clock_map.png
Drawn at 1 px/um.
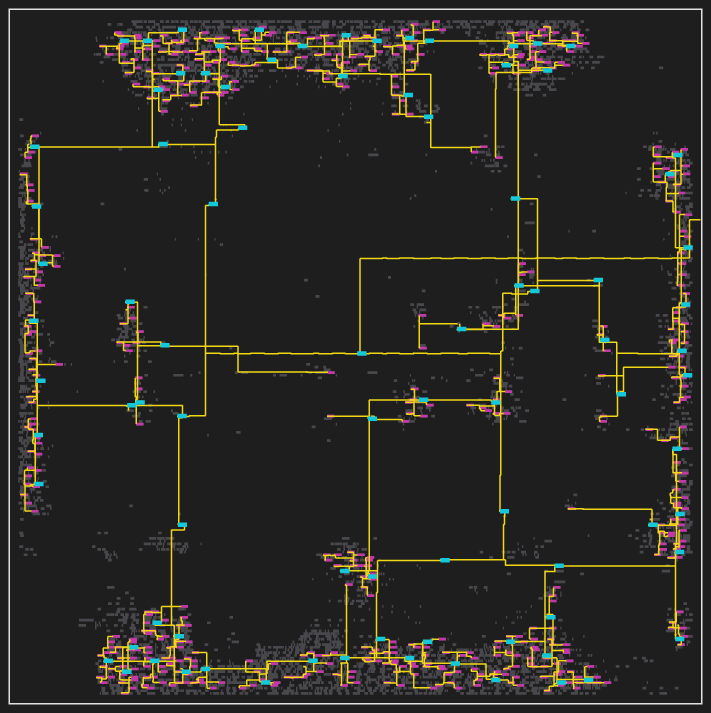
met1.png
Drawn at 1 px/um. Cells faint in the background.
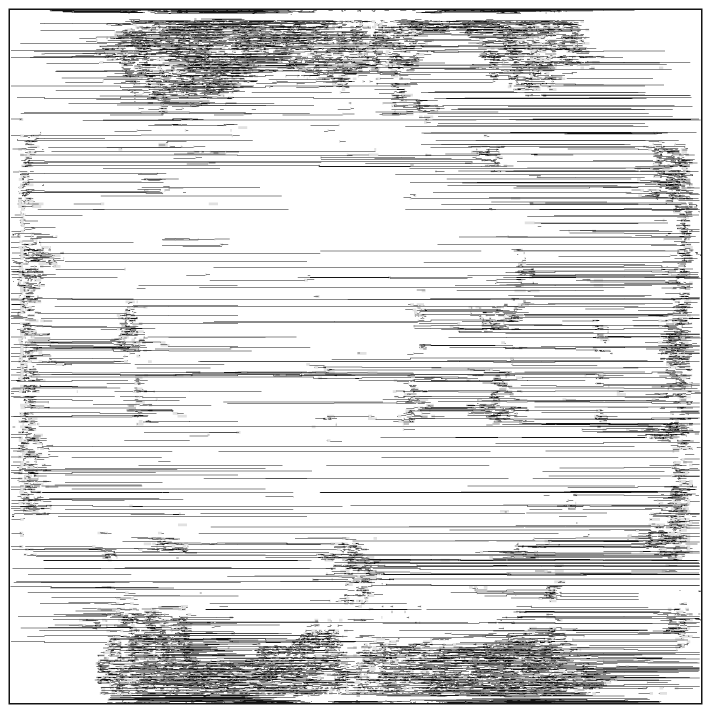
final_clocks.png
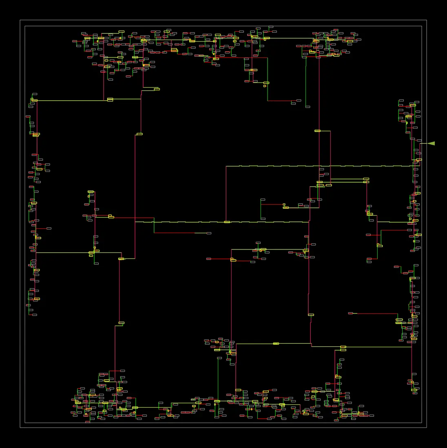
cell_classes.png
Drawn at 1 px/um. Fill, decap, tap and diode cells in grey.
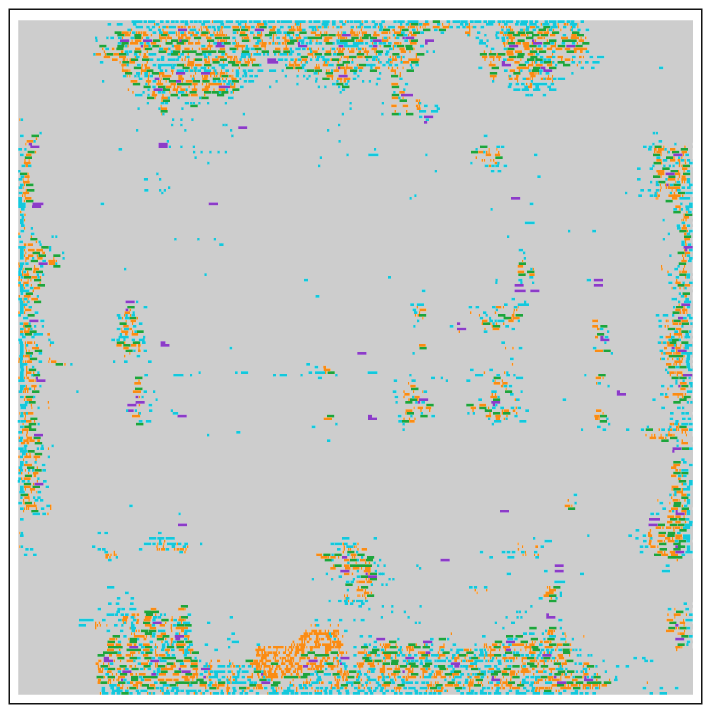
==> config.mk <==
export PLATFORM = sky130hd
export DESIGN_NAME = dspi_packet_arbiter_flat
export DESIGN_NICKNAME = d
export VERILOG_FILES = /design/src/rtl/dspi_packet_arbiter_if.sv /design/src/rtl/dspi_packet_arbiter.sv /design/src/flat_wrapper.sv
export SDC_FILE = /design/constraint.sdc
export NUM_CORES = 2
export LEC_CHECK = 0
export CORE_AREA = 8 8 683 685
export CTS_CLUSTER_SIZE = 24
export DETAILED_ROUTE_END_ITERATION = 10
export DIE_AREA = 0 0 691 693
export GPL_ROUTABILITY_DRIVEN = 0
export GPL_TIMING_DRIVEN = 0
export RECOVER_POWER = 50
export SLEW_MARGIN = 25
export SYNTH_ARGS = -nofsm -noshare
export SYNTH_HDL_FRONTEND = slang
export SYNTH_SLANG_ARGS = --single-unit
==> constraint.sdc <==
create_clock -name clk -period 10.82 [get_ports clk]
set_clock_uncertainty 0.1 [all_clocks]
set_input_delay 2.705 -clock clk [delete_from_list [all_inputs] [get_ports clk]]
set_output_delay 2.705 -clock clk [all_outputs]
set_load 0.1 [all_outputs]
==> flow_summary.toml <==
# physical design summary
[final_layout]
lay_top_cells = "clkdlybuf4s50_1, nand2_1, clkbuf_1"
largest_reg_flops = 512
n_all_inverters = 69
final-nonclk-buf-share = 0.306
num-fill-cells = 52295
regArea_mm2 = 0.0117
largest_cell_class = "buffers"
drive_above_1_share = 0.160

[global_route]
gr-usage-met2 = 0.293
grt_max_degree = 13
grt_use_total = 0.184
antenna_found_initial = 382
grt-ovfl-total = 0

[worst_setup_path]
r2r_cells = 18
cp_slowest_stage_delay_ns = 1.81
crit_type = "in2reg"
critical_path.top_delay_family = "buffers and inverters"
path_cells = "dlygate4sd3_1 -> nor2_1 -> o22ai_1 -> o311ai_0 -> inv_2 -> clkbuf_1 -> buf_6 -> buf_6 -> ha_1 -> inv_1 -> ha_1 -> fa_1 -> a211oi_1 -> o21ai_0 -> o2111a_1 -> o21ai_0 -> mux2i_1 -> clkbuf_1 -> a221oi_1"
arrival_ns = 9.65
reg2reg_slack_ns = 3.09
slowest_stage = "clkbuf_1"

[floorplan]
io_pins = 1774
die_y_um = 693

[timing]
fin_crit_ns = 9.09
drv_slew = 337
tns_ns = 0
setup_slack_ns = 1.73
period_used_share = 0.840
slew_headroom = -0.945
setup_viol = 0

[power]
pg_comb_w = 0.00497
pwr-share-seq = 0.246
switching_power_w = 0.00533
p_total_w = 0.0106
ir_drop_uv = 134
maxPowerGroup = "combinational logic"
p_leak_nw = 18.0
powerSeq_w = 0.00260

[drt]
route.vias.total = 37953
met1Wirelength_um = 160000
drc = 0
met3_length_um = 77300
ant_nets = 0
wl_per_cell_um = 40.1
drtPass1Iterations = 7

[cts]
tritoncts = "built"
cts_root_buf = "clkbuf_16"

[run_status]
status = "complete, but fails checks"
violations = "max-capacitance violations, max-slew violations"

[logic_synthesis]
syn_area_mm2 = 0.0305
async_flop_share = 0
synth_seq_share = 0.384
synth.area.top_cells = "dfxtp_1, a311oi_2, nand2_1, nor2_1, clkbuf_1"
simple_gate_share = 0.222
ys_area_mm2 = 0.0305
synth.cellmix.adderShare = 0.0142
top_cell_area_share = 0.384
ys_types = 54
ys_sh_xor = 0.00748

[run]
warning_count = 27
cap_violations = 325
Back to the opening pictures, clock_map.png:
[clock wires] yellow | length: 13600 um
[flip-flops] magenta | count: 585
[cells driving clock nets] cyan | count: 87
flops lie: all over the die
routed clock nets: 88
P_clk: 0.00301 W
clock share of power: 0.285
worst skew pair latency: 0.84 ns

Back to the opening pictures, met1.png:
longest straight run: 622 um
nets with wire on the layer: 6054
wire length on this layer: 160 mm
main direction: horizontal
share of all routed wire: 35%
met1 Track Usage GR: 0.187
final WL: 463000 um

Back to the opening pictures, final_clocks.png:
TritonCTS Sinks: 585
number of sequential cells: 585
clkbuf count: 116

Back to the opening pictures, cell_classes.png:
| class | colour | cells | share of their area |
|---|---|---|---|
| clock drivers and dummy loads | purple | 151 | 5.9% |
| other buffers and delay cells | cyan | 2112 | 36% |
| all other logic | orange | 2588 | 35% |
| flops | green | 585 | 24% |
design area: 0.0564 mm^2
Core Util, Final: 0.124
core footprint: 0.455 mm^2
FP Rows: 248
flop share of the area: 0.208

No activity file was given, so power comes from the tool's default toggle rates.
